<file path="config.mk">
export PLATFORM = sky130hd
export DESIGN_NAME = mul_div_unit
export DESIGN_NICKNAME = d
export VERILOG_FILES = /design/src/rtl/mul_div_pkg.sv /design/src/rtl/mul_div_step.sv /design/src/rtl/mul_div_unit.sv
export SDC_FILE = /design/constraint.sdc
export NUM_CORES = 1
export LEC_CHECK = 0
export CAP_MARGIN = 20
export CORE_ASPECT_RATIO = 0.5
export CORE_MARGIN = 4
export CORE_UTILIZATION = 40
export DETAILED_ROUTE_END_ITERATION = 8
export PLACE_DENSITY = 0.58
export RECOVER_POWER = 100
export SETUP_SLACK_MARGIN = 0.15
export SLEW_MARGIN = 10
export SYNTH_ARGS = -nofsm -noshare
export SYNTH_HDL_FRONTEND = slang
export SYNTH_SLANG_ARGS = --single-unit
</file>
<file path="constraint.sdc">
create_clock -name clk -period 7.5 [get_ports clk]
set_input_delay 0.75 -clock clk [delete_from_list [all_inputs] [get_ports clk]]
set_output_delay 0.75 -clock clk [all_outputs]
set_load 0.05 [all_outputs]
</file>
<file path="src/rtl/mul_div_pkg.sv">
// Shared types for the multiply/divide unit: op encoding, FSM states, default width.
// Pure declarations, no logic and no latency.
// Nothing here applies backpressure; the package only defines types and helpers.
package mul_div_pkg;

  localparam int MUL_DIV_WIDTH = 32;

  typedef enum logic [1:0] {
    OP_MULT  = 2'b00,
    OP_MULTU = 2'b01,
    OP_DIV   = 2'b10,
    OP_DIVU  = 2'b11
  } op_e;

  typedef enum logic [1:0] {
    ST_IDLE = 2'b00,
    ST_PREP = 2'b01,
    ST_CALC = 2'b10,
    ST_FIX  = 2'b11
  } state_e;

  // The high op bit selects divide, and the low bit selects unsigned.
  function automatic logic op_is_div(input op_e o);
    return o[1];
  endfunction

  function automatic logic op_is_signed(input op_e o);
    return ~o[0];
  endfunction

endpackage

</file>
<file path="src/rtl/mul_div_step.sv">
// One radix-2 iteration on the {upper, lower} accumulator: shift-add or restoring shift-subtract.
// Purely combinational, so the result is available in the same cycle.
// No backpressure; the caller decides when to register acc_next.
module mul_div_step
  import mul_div_pkg::*;
#(
  parameter int WIDTH = MUL_DIV_WIDTH
) (
  input  logic                 mode_div,
  input  logic [2*WIDTH-1:0]   acc,
  input  logic [WIDTH-1:0]     opnd,
  output logic [2*WIDTH-1:0]   acc_next
);

  logic [WIDTH:0]   mul_sum;
  logic [WIDTH-1:0] rem_low;
  logic [WIDTH-1:0] rem_diff;
  logic             div_ge;

  // Multiply adds the multiplicand into the upper half when the multiplier LSB is set, then shifts right.
  // Divide shifts left and subtracts the divisor when the widened partial remainder is large enough.
  // The bit shifted out of the top of the upper half means the remainder is already >= 2^WIDTH.
  always_comb begin
    mul_sum  = {1'b0, acc[2*WIDTH-1:WIDTH]} + {1'b0, (acc[0] ? opnd : {WIDTH{1'b0}})};
    rem_low  = {acc[2*WIDTH-2:WIDTH], acc[WIDTH-1]};
    div_ge   = acc[2*WIDTH-1] | (rem_low >= opnd);
    rem_diff = rem_low - opnd;
    if (mode_div) begin
      acc_next = {(div_ge ? rem_diff : rem_low), acc[WIDTH-2:0], div_ge};
    end else begin
      acc_next = {mul_sum, acc[WIDTH-1:1]};
    end
  end

endmodule

</file>
<file path="src/rtl/mul_div_unit.sv">
// Iterative MULT/MULTU/DIV/DIVU unit with HI/LO result registers and MTHI/MTLO writes.
// The result is written WIDTH+2 edges after start. With MUL_DIV_UNIT_FAST_MUL_EN, multiply results are written 2 edges after start.
// start is ignored while busy; direct HI/LO writes are accepted only in IDLE.
module mul_div_unit
  import mul_div_pkg::*;
#(
  parameter int WIDTH = MUL_DIV_WIDTH
) (
  input  logic             clk,
  input  logic             rst_n,
  input  logic             start,
  input  logic [1:0]       op,
  input  logic [WIDTH-1:0] a,
  input  logic [WIDTH-1:0] b,
  input  logic             hi_we,
  input  logic             lo_we,
  input  logic [WIDTH-1:0] wdata,
  output logic             busy,
  output logic             done,
  output logic [WIDTH-1:0] hi,
  output logic [WIDTH-1:0] lo
);

  localparam int CW = $clog2(WIDTH);
  localparam logic [CW-1:0] LAST = CW'(WIDTH - 1);

  state_e               state, state_nx;
  op_e                  op_q;
  logic [WIDTH-1:0]     a_q, b_q, opnd;
  logic [2*WIDTH-1:0]   acc, step_nx;
  logic                 neg_q, rneg_q;
  logic [CW-1:0]        cnt;
  logic                 start_fast, fix_wr;
  logic [WIDTH-1:0]     res_hi, res_lo;

  function automatic logic [WIDTH-1:0] mag(input logic [WIDTH-1:0] v, input logic sgn);
    return (sgn && v[WIDTH-1]) ? -v : v;
  endfunction

  mul_div_step #(.WIDTH(WIDTH)) u_step (
    .mode_div (op_is_div(op_q)),
    .acc      (acc),
    .opnd     (opnd),
    .acc_next (step_nx)
  );

`ifdef MUL_DIV_UNIT_FAST_MUL_EN
  logic                      fast_ld;
  logic signed [2*WIDTH-1:0] ext_a, ext_b;
  logic [2*WIDTH-1:0]        fast_prod;

  // The full product comes from sign/zero-extended operands in one cycle; FIX first loads it, then writes it.
  assign ext_a      = {{WIDTH{op_is_signed(op_q) & a_q[WIDTH-1]}}, a_q};
  assign ext_b      = {{WIDTH{op_is_signed(op_q) & b_q[WIDTH-1]}}, b_q};
  assign fast_prod  = ext_a * ext_b;
  assign start_fast = ~op[1];
  assign fix_wr     = op_is_div(op_q) | fast_ld;

  // The flag marks that the single-cycle product is in acc and ready to be written.
  always_ff @(posedge clk or negedge rst_n) begin
    if (!rst_n) fast_ld <= 1'b0;
    else        fast_ld <= (state == ST_FIX) && !fix_wr;
  end
`else
  assign start_fast = 1'b0;
  assign fix_wr     = 1'b1;
`endif

  // State register.
  always_ff @(posedge clk or negedge rst_n) begin
    if (!rst_n) state <= ST_IDLE;
    else        state <= state_nx;
  end

  // Next-state logic: IDLE -> PREP -> CALC (WIDTH iterations) -> FIX -> IDLE.
  always_comb begin
    state_nx = state;
    unique case (state)
      ST_IDLE: if (start) state_nx = start_fast ? ST_FIX : ST_PREP;
      ST_PREP: state_nx = ST_CALC;
      ST_CALC: if (cnt == LAST) state_nx = ST_FIX;
      ST_FIX:  if (fix_wr) state_nx = ST_IDLE;
      default: state_nx = ST_IDLE;
    endcase
  end

  // FSM outputs.
  always_comb begin
    busy = (state != ST_IDLE);
  end

  // Sign correction and special cases. A zero divisor bypasses the array result.
  // MIN / -1 needs no special case: the magnitude quotient 2^(WIDTH-1) negates to itself.
  always_comb begin
    res_hi = acc[2*WIDTH-1:WIDTH];
    res_lo = acc[WIDTH-1:0];
    if (!op_is_div(op_q)) begin
`ifdef MUL_DIV_UNIT_FAST_MUL_EN
      {res_hi, res_lo} = acc;
`else
      {res_hi, res_lo} = neg_q ? -acc : acc;
`endif
    end else if (b_q == '0) begin
      res_hi = a_q;
      res_lo = '1;
    end else begin
      res_lo = neg_q  ? -acc[WIDTH-1:0]         : acc[WIDTH-1:0];
      res_hi = rneg_q ? -acc[2*WIDTH-1:WIDTH]   : acc[2*WIDTH-1:WIDTH];
    end
  end

  // Datapath: capture operands, form magnitudes, iterate, and write HI/LO.
  always_ff @(posedge clk or negedge rst_n) begin
    if (!rst_n) begin
      op_q   <= OP_MULT;
      a_q    <= '0;
      b_q    <= '0;
      opnd   <= '0;
      acc    <= '0;
      neg_q  <= 1'b0;
      rneg_q <= 1'b0;
      cnt    <= '0;
      hi     <= '0;
      lo     <= '0;
      done   <= 1'b0;
    end else begin
      done <= 1'b0;
      unique case (state)
        ST_IDLE: begin
          if (hi_we) hi <= wdata;
          if (lo_we) lo <= wdata;
          if (start) begin
            op_q <= op_e'(op);
            a_q  <= a;
            b_q  <= b;
          end
        end
        ST_PREP: begin
          opnd   <= mag(b_q, op_is_signed(op_q));
          acc    <= {{WIDTH{1'b0}}, mag(a_q, op_is_signed(op_q))};
          neg_q  <= op_is_signed(op_q) & (a_q[WIDTH-1] ^ b_q[WIDTH-1]);
          rneg_q <= op_is_signed(op_q) & a_q[WIDTH-1];
          cnt    <= '0;
        end
        ST_CALC: begin
          acc <= step_nx;
          cnt <= cnt + CW'(1);
        end
        ST_FIX: begin
          if (fix_wr) begin
            hi   <= res_hi;
            lo   <= res_lo;
            done <= 1'b1;
          end
`ifdef MUL_DIV_UNIT_FAST_MUL_EN
          else begin
            acc <= fast_prod;
          end
`endif
        end
        default: ;
      endcase
    end
  end

endmodule

</file>
### Sequential cells coloured by netlist name

Other sequential cells in the stronger grey, the rest of the logic in the fainter grey.
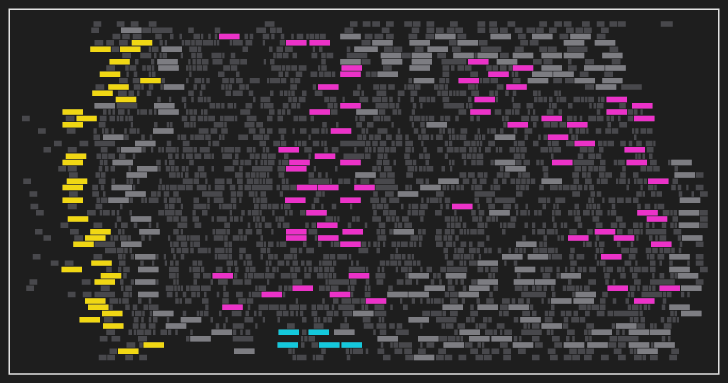
cyan -> `cnt`  # placed flops 5, where south
yellow -> `b_q`  # placed flops 32, where a column on the left
magenta -> `acc`  # placed flops 64
not coloured = 135

### Clock distribution

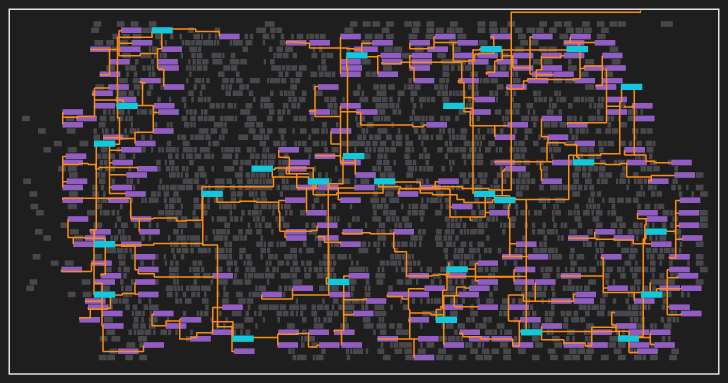
purple -> flip-flops  # count 236
orange -> clock wires  # length 3,920 µm
cyan -> clock-net drivers  # count 26
flops lie = all over the die
routed clock nets = 27

### Signal wires on met1

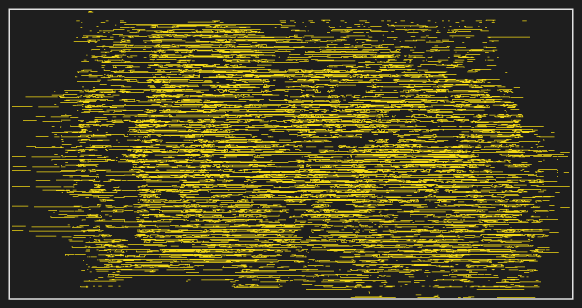
wire length on this layer = 28.6 mm
share of all routed wire = 46%
main direction = horizontal
vias post-DR: 16,520
overall routed net length: 61,860 µm
grt met1 use: 35.82%

### Wires at chosen ports, followed through buffers

Scale bar: 100 µm.
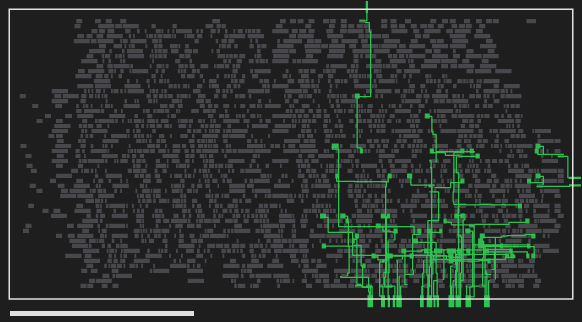
green -> `wdata`  # bits 32, direction input, end cells 64, buffers 32, wire 2,220 µm
Port Buffer Count: 168
I/O pin count: 169

## state kept, by name, summed over array words and instances (netlist names), 2 cells and up
| register | count |
|---|---|
| acc | 64 |
| state | 2 |
| op_q | 2 |
| a_q | 32 |
| lo | 32 |
| hi | 32 |
| opnd | 32 |
| cnt | 5 |
| b_q | 32 |
## worst max-delay path: stages, from the launching register on
cell and delay, ns:
sky130_fd_sc_hd__dfrtp_1 0.43, sky130_fd_sc_hd__inv_1 0.26, sky130_fd_sc_hd__ha_1 0.24, sky130_fd_sc_hd__fa_1 0.21, sky130_fd_sc_hd__nand2b_1 0.15, sky130_fd_sc_hd__a21oi_1 0.16
sky130_fd_sc_hd__o21ba_2 0.26, sky130_fd_sc_hd__o41ai_1 0.55, sky130_fd_sc_hd__o311ai_0 0.35, sky130_fd_sc_hd__a21oi_4 0.18, sky130_fd_sc_hd__clkbuf_1 1.62, sky130_fd_sc_hd__nor2_1 0.35
sky130_fd_sc_hd__a222oi_1 0.40, sky130_fd_sc_hd__o21ai_0 0.13
## cell usage after synthesis, types with 36 or more instances
library cell / instances
sky130_fd_sc_hd__nand3_1: 38
sky130_fd_sc_hd__nor2_1: 168
sky130_fd_sc_hd__xor2_1: 57
sky130_fd_sc_hd__nand2_1: 190
sky130_fd_sc_hd__o31ai_1: 36
sky130_fd_sc_hd__ha_1: 74
sky130_fd_sc_hd__clkbuf_1: 112
sky130_fd_sc_hd__mux2_2: 73
sky130_fd_sc_hd__dfrtp_1: 236
sky130_fd_sc_hd__inv_1: 91
sky130_fd_sc_hd__a21oi_1: 177
sky130_fd_sc_hd__o21ai_0: 204
sky130_fd_sc_hd__o211ai_1: 52
sky130_fd_sc_hd__xnor2_1: 126
sky130_fd_sc_hd__a21o_1: 38
==> flow_metrics.env <==
# source this file to load flow results
export IMPL_yosys_area_share_simple_pct=16.18
export IMPL_maxCapViolations=8
export IMPL_final_layout_top_logic_cell="sky130_fd_sc_hd__dfrtp_1"
export IMPL_timing_worst_setup_path_type="reg2reg"
export IMPL_clock_buffers=31
export IMPL_pwr_share_comb_pct=60.0
export IMPL_relative_slew_slack_pct=-108.5
export IMPL_start_kind="register"
export IMPL_capturing_element_type_of_the_critical_path="register"
export IMPL_regToRegSetupSlack_ns=2.03
export IMPL_hold_slack_ns=0.2253
export IMPL_postSynth_topFlopCell="sky130_fd_sc_hd__dfrtp_1"
export IMPL_vdd_ir_drop_max_mv=0.2431
export IMPL_worst_slew_pin_transition_ns=3.128
export IMPL_ant_nets=0
export IMPL_cts_hold_buf=0
export IMPL_ys_seq_elements=236
export IMPL_cp_data_arrival_time_ns=5.90
export IMPL_dp_cells=2757
export IMPL_p_seq_w=0.00276
export IMPL_floorplan_die_height_um=157.0
export IMPL_inverters=92
export IMPL_wl_met2_um=26700
export IMPL_first_global_vias=15750
export IMPL_synth_sequential_area_ratio_pct=33.25
export IMPL_final_max_slew_violation_count=499
export IMPL_timing_reg2reg_worst_path_depth=13
export IMPL_place_worst_setup_slack_ns=3.512
export IMPL_reg2reg_to="acc[56]"
export IMPL_multiInputCombCellCount=1654
export IMPL_netlist_instances=2121
export IMPL_area_share_combinational_pct=52.83
export IMPL_combinationalPower_w=0.00633
export IMPL_synth_compound_area_share_pct=24.40
export IMPL_dieWidth_um=306.0
export IMPL_status="finished, violations left"
export IMPL_worstHoldPathType="in2async"
export IMPL_globalRouteOverflowTotal=0
export IMPL_cp_capture_point="acc[56]"
export IMPL_finalHoldViolations=0
export IMPL_critPathLaunch="acc[31]"
export IMPL_fp_util_pct=40.63
export IMPL_final_period_minus_worst_setup_slack_ns=5.474
export IMPL_grt_max_degree=122
export IMPL_failed_checks="capacitance limit, slew limit"
export IMPL_fmaxAchievable_mhz=182.7
